$ cat config.mk
export PLATFORM = sky130hd
export DESIGN_NAME = instr_fetch_unit
export DESIGN_NICKNAME = d
export VERILOG_FILES = /design/src/rtl/instr_fetch_unit.sv
export SDC_FILE = /design/constraint.sdc
export NUM_CORES = 1
export LEC_CHECK = 0
export CAP_MARGIN = 5
export CORE_MARGIN = 4
export CORE_UTILIZATION = 40
export CTS_CLUSTER_SIZE = 20
export DETAILED_ROUTE_END_ITERATION = 8
export GPL_TIMING_DRIVEN = 0
export PLACE_DENSITY_LB_ADDON = 0.12
export SETUP_SLACK_MARGIN = 0.02
export SLEW_MARGIN = 20
export SYNTH_ARGS = -nofsm -noshare
export SYNTH_HDL_FRONTEND = slang
export SYNTH_SLANG_ARGS = --single-unit
$ cat constraint.sdc
create_clock -name clk -period 3.85 [get_ports clk]
set_input_delay 0.77 -clock clk [delete_from_list [all_inputs] [get_ports clk]]
set_output_delay 0.77 -clock clk [all_outputs]
set_load 0.005 [all_outputs]
$ cat src/rtl/instr_fetch_unit.sv
// Fetch stage: owns PC/old-PC, runs the imem handshake, holds the IR.
// Optional build macro IFU_ILLEGAL_CHECK_EN adds the illegal_instr flag.
module instr_fetch_unit #(
  parameter int          XLEN      = 32,
  parameter logic [31:0] RESET_PC  = 32'h0000_0000,
  parameter int          TIMEOUT   = 16,
  parameter logic [31:0] NOP_INSTR = 32'h0000_0013
) (
  input  logic            clk,
  input  logic            reset,
  input  logic            fetch_req,
  input  logic            pc_write,
  input  logic [XLEN-1:0] pc_in,
  output logic            mem_req,
  output logic [XLEN-1:0] mem_addr,
  input  logic            mem_gnt,
  input  logic            mem_rvalid,
  input  logic [31:0]     mem_rdata,
  output logic [XLEN-1:0] pc,
  output logic [XLEN-1:0] old_pc,
  output logic [31:0]     instr,
  output logic [6:0]      opcode,
  output logic [2:0]      func3,
  output logic [6:0]      func7,
  output logic [4:0]      rd,
  output logic [4:0]      rs1,
  output logic [4:0]      rs2,
`ifdef IFU_ILLEGAL_CHECK_EN
  output logic            illegal_instr,
`endif
  output logic            fetch_busy,
  output logic            fetch_done,
  output logic            fetch_err
);

  localparam int CW = $clog2(TIMEOUT + 1);

  typedef enum logic [1:0] {
    IDLE = 2'd0,
    REQ  = 2'd1,
    WAIT = 2'd2
  } state_e;

  state_e          state_q, state_d;
  logic [XLEN-1:0] pc_q, pc_d;
  logic [XLEN-1:0] addr_q, old_pc_q;
  logic [31:0]     instr_q;
  logic [CW-1:0]   cnt_q;
  logic            mem_req_q, done_q, err_q;
  logic            start, accept, abort;
  logic [31:0]     load_word;
  logic            unused_pc_lsb;

  assign start  = (state_q == IDLE) && fetch_req;
  assign accept = (state_q == WAIT) && mem_rvalid;
  assign abort  = (state_q == WAIT) && !mem_rvalid
               && (cnt_q == CW'(TIMEOUT - 1));

  assign pc_d = pc_write ? {pc_in[XLEN-1:2], 2'b00} : pc_q;
  assign unused_pc_lsb = ^pc_in[1:0];

`ifdef IFU_ILLEGAL_CHECK_EN
  logic ill_word;
  logic ill_q;
  assign ill_word  = (mem_rdata[1:0] != 2'b11) || (mem_rdata == 32'h0);
  assign load_word = ill_word ? NOP_INSTR : mem_rdata;
  assign illegal_instr = ill_q;

  // Illegal flag tracks every IR update; aborts load a legal NOP.
  always_ff @(posedge clk or posedge reset) begin
    if (reset)       ill_q <= 1'b0;
    else if (accept) ill_q <= ill_word;
    else if (abort)  ill_q <= 1'b0;
  end
`else
  assign load_word = mem_rdata;
`endif

  // State register.
  always_ff @(posedge clk or posedge reset) begin
    if (reset) state_q <= IDLE;
    else       state_q <= state_d;
  end

  // Next-state: rvalid wins over timeout on the last WAIT cycle.
  always_comb begin
    state_d = state_q;
    unique case (state_q)
      IDLE:    if (fetch_req) state_d = REQ;
      REQ:     if (mem_gnt) state_d = WAIT;
      WAIT:    if (accept || abort) state_d = IDLE;
      default: state_d = IDLE;
    endcase
  end

  // Outputs derived from the current state.
  always_comb begin
    fetch_busy = (state_q != IDLE);
  end

  // Datapath: PC, request address, IR, timeout counter and flags.
  always_ff @(posedge clk or posedge reset) begin
    if (reset) begin
      pc_q      <= RESET_PC[XLEN-1:0];
      old_pc_q  <= RESET_PC[XLEN-1:0];
      addr_q    <= RESET_PC[XLEN-1:0];
      instr_q   <= NOP_INSTR;
      cnt_q     <= '0;
      mem_req_q <= 1'b0;
      done_q    <= 1'b0;
      err_q     <= 1'b0;
    end else begin
      pc_q      <= pc_d;
      mem_req_q <= (state_d == REQ);
      done_q    <= accept || abort;
      if (start) begin
        addr_q   <= {pc_q[XLEN-1:2], 2'b00};
        old_pc_q <= pc_q;
        err_q    <= 1'b0;
      end
      if (state_q == REQ) begin
        cnt_q <= '0;
      end else if (state_q == WAIT && !accept && !abort) begin
        cnt_q <= cnt_q + 1'b1;
      end
      if (accept) begin
        instr_q <= load_word;
      end else if (abort) begin
        instr_q <= NOP_INSTR;
        err_q   <= 1'b1;
      end
    end
  end

  assign mem_req    = mem_req_q;
  assign mem_addr   = addr_q;
  assign pc         = pc_q;
  assign old_pc     = old_pc_q;
  assign instr      = instr_q;
  assign fetch_done = done_q;
  assign fetch_err  = err_q;
  assign opcode     = instr_q[6:0];
  assign rd         = instr_q[11:7];
  assign func3      = instr_q[14:12];
  assign rs1        = instr_q[19:15];
  assign rs2        = instr_q[24:20];
  assign func7      = instr_q[31:25];

endmodule

==> notes.md <==
On the backend side, the flow ran end to end.

The post-detailed-placement cell area stands at 0.00693 mm². The via count of the first global-routing pass was 3507. The startpoint identified for the worst hold timing path is fetch_err. The Yosys step of the flow raised 0 warnings.

Overall routing resource usage recorded by global route was 0.177. The script parses the final routing iteration and logs DRC violations as 0. The synthesis report gives the async set-or-reset register share as 1.00. Of the cells placed in the final design, the portion with a size suffix greater than 1 is 0.243. The worst slack at placement stands at 1620 ps. The final timing report gives a worst setup slack of 1220 ps. At the worst endpoint, the arrival time is 1860 ps. Switching power as a fraction of the total was reported as 0.284. The clock H-tree reported by CTS has 3 levels. STA lists the maximum fanout along the critical path as 10. The report counts max-capacitance violations totalling 0. The number of instances on the worst hold path stands at 2. The final max-slew violation count recorded for this run is 0. Setup repair after global routing left no endpoint under its margin. The length in cells of the worst reg-to-reg path stands at 6. The finished design was reported to have a net count of 639. The final weighted congestion in routability-driven placement stands at 0.758. The flow ran to the end, and the final reports show no timing, DRC or antenna violations.

The highest attainable clock frequency stands at 380 MHz. Looking at the setup timing report, the critical path kind is flip-flop to output pin. The tree is rooted in a clkbuf_8. Per the post-route antenna check, the number of violating nets is 0. The power report attributes to the sequential group a share of 0.352. Detailed-route iteration 0 reported a violation count of 93. The number of cells in the design after placement stands at 696.

The total cells reported by yosys after synthesis stands at 326. The report puts the hold buffer count at CTS at 0. The final cell count without fillers stands at 712. Counting flops and latches in the post-synthesis netlist gives 102. The overall die size recorded for this design is 0.0129 mm². Tracing the worst setup path back leads to its startpoint at state_q[1]. In this run the static leakage power is 3.11 nW.

The worst slack on hold paths stands at 507 ps. For the worst reg-to-reg path, the endpoint reported by OpenROAD is cnt_q[3]. The synthesis report names the predominant flop master as dfrtp_1. TritonCTS built the clock tree. STA classifies the critical path endpoint as an output pin. TritonCTS created 9 clock buffers.

The count of final setup violators stands at 0. Hold analysis lists the worst path endpoint as fetch_err. The mean number of vias per cell stands at 4.64.

Wires add up to 11.6 mm. The count of mapped cells out of synthesis stands at 326. The wire length of the first global-routing pass stands at 18.0 mm. In the finished design, the share of the clock period the worst path needs comes to 0.684. Note, the detailed placer reported a final HPWL of 8.98 mm.

In this run the mean area of a mapped cell was 13.7 µm². Per the post-CTS timing run, clock transition at the registers of the reported paths is 100 ps. The total net switching power stands at 0.00143 W. The number of buffers between clock root and the deepest sink stands at 2. The first detailed-routing pass ran for 4 iterations. The count of different cell masters after synthesis stands at 38. Looking at the reg2reg group, the worst path starts from cnt_q[0]. The placement report lists the number of port buffers as 224.
-- cells in the mapped netlist, types with 2 or more instances --
| master | n | area (µm²) |
|---|---|---|
| dfrtp_1 | 99 | 2480 |
| buf_4 | 70 | 526 |
| a22o_1 | 34 | 298 |
| mux2_1 | 30 | 338 |
| mux2_2 | 30 | 338 |
| buf_2 | 7 | 35.0 |
| nand2_1 | 7 | 26.3 |
| buf_6 | 6 | 67.6 |
| inv_1 | 4 | 15.0 |
| a21oi_1 | 3 | 15.0 |
| dfstp_2 | 3 | 78.8 |
| o22a_1 | 3 | 26.3 |
| and3_1 | 2 | 12.5 |
| ha_1 | 2 | 25.0 |
| nand2b_1 | 2 | 12.5 |
| o21ai_0 | 2 | 10.0 |
-- cell usage in the layout, fill, tap and decap left out, types with 2 or more instances in the layout --
master	instances
a21oi_1	3
a22o_1	34
and3_1	2
buf_2	7
buf_4	70
buf_6	6
clkbuf_1	3
clkbuf_8	9
clkdlybuf4s50_1	224
clkinvlp_4	2
conb_1	6
dfrtp_1	99
dfstp_2	3
ha_1	2
inv_1	3
inv_6	3
mux2_1	30
mux2_2	30
nand2_1	7
nand2b_1	2
o21ai_0	2
o22a_1	3
-- worst max path at each step --
stage	end	slack (ps)	cells past startpoint
after floorplan	cnt_q[0]	410	1
after global placement	old_pc[25]	-1080	2
after detailed placement	fetch_busy	1620	4
after CTS	fetch_busy	1200	4
after global routing	fetch_busy	1110	4
final	fetch_busy	1220	4
-- cell families (layout without fill, tap and decap cells) --
logic type | after synthesis | count (layout) | share of synthesized area
flip-flops | 102 | 102 | 0.573
other | 1 | 6 | 0.000840
adder cells (fa/ha/maj) | 2 | 2 | 0.00561
buffers and inverters | 89 | 330 | 0.146
AND/OR/NAND/NOR | 24 | 24 | 0.0350
AND-OR/OR-AND | 48 | 48 | 0.0886
multiplexers | 60 | 60 | 0.151
-- sequential cells by signal (all words and copies together), names as in the netlist --
register    count
pc             30
cnt_q           5
instr          32
state_q         2
fetch_done      1
fetch_err       1
old_pc         30
mem_req         1
-- layout make-up --
| type | instances | area [µm²] |
|---|---|---|
| Timing Repair Buffer | 225 | 2270 |
| Clock inverter | 5 | 41.3 |
| Fill cell | 836 | 3780 |
| Clock buffer | 11 | 131 |
| Buffer | 84 | 632 |
| Inverter | 5 | 23.8 |
| Multi-Input combinational cell | 140 | 1270 |
| Tap cell | 140 | 175 |
| Sequential cell | 102 | 2560 |
-- critical path, stage by stage (launching register included) --
cell	delay, ps
dfrtp_1	380
buf_6	140
clkbuf_1	210
or2_2	320
clkdlybuf4s50_1	460
-- per-layer routing --
metal | global-route usage | wire length (µm) | vias to the layer above
li1 | - | - | 1548
met1 | 0.220 | 4660 | 1603
met2 | 0.298 | 5820 | 140
met3 | 0.0541 | 919 | 12
met4 | 0.0537 | 150 | 0
met5 | 0 | 0 | -
-- power groups by stage --
stage | clock, W | combinational, W | sequential [W]
after CTS | 0.000641 | 0.00268 | 0.00177
after global placement | 0 | 0.00262 | 0.00178
final | 0.000614 | 0.00264 | 0.00177
after global routing | 0.000685 | 0.00283 | 0.00183
after floorplan | 0 | 0.00108 | 0.00175
after detailed placement | 0 | 0.00267 | 0.00179
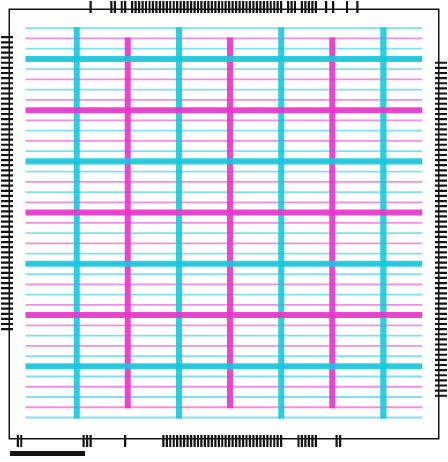
(power grid)
Scale bar: 20 µm. Pins as bars on the die edge.
[VDD] magenta
[VSS] cyan
signal pins: 234
met1 rails: 39
met4 straps: 7
met5 straps: 7
rows: 38
worst vdd ir: 0.360 mV
CORE AREA: 0.0109 mm²
Die H: 114 µm
Die Span X: 114 µm

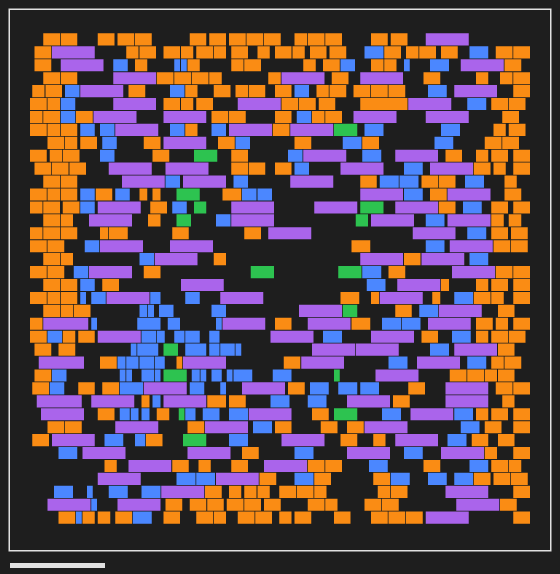
(cells colored by class)
Scale bar: 20 µm.
[remaining buffers and delay cells] orange | cells: 309
[remaining logic cells] blue | cells: 145
[clock drivers and dummy loads] green | cells: 16
[registers] purple | cells: 102
Layout Utilization: 0.652
Final Cell Area: 0.00710 mm²
Row Count: 38

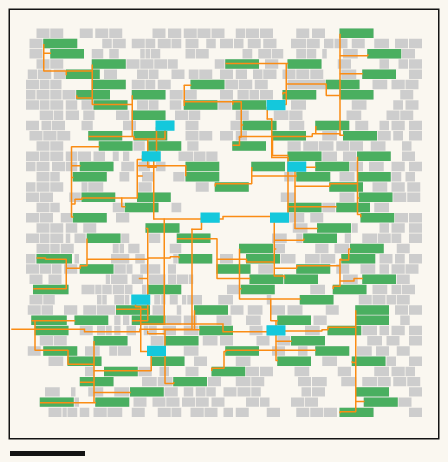
(clock wires, drivers and flops)
Scale bar: 20 µm.
[clock wires] orange | length: 1220 µm
[flip-flops] green | count: 102
[clock-net drivers] cyan | count: 9
flops lie: all over the die
Worst-Skew Late Latency: 360 ps
clock power share: 0.122

Power is estimated from default activity; no workload was simulated.
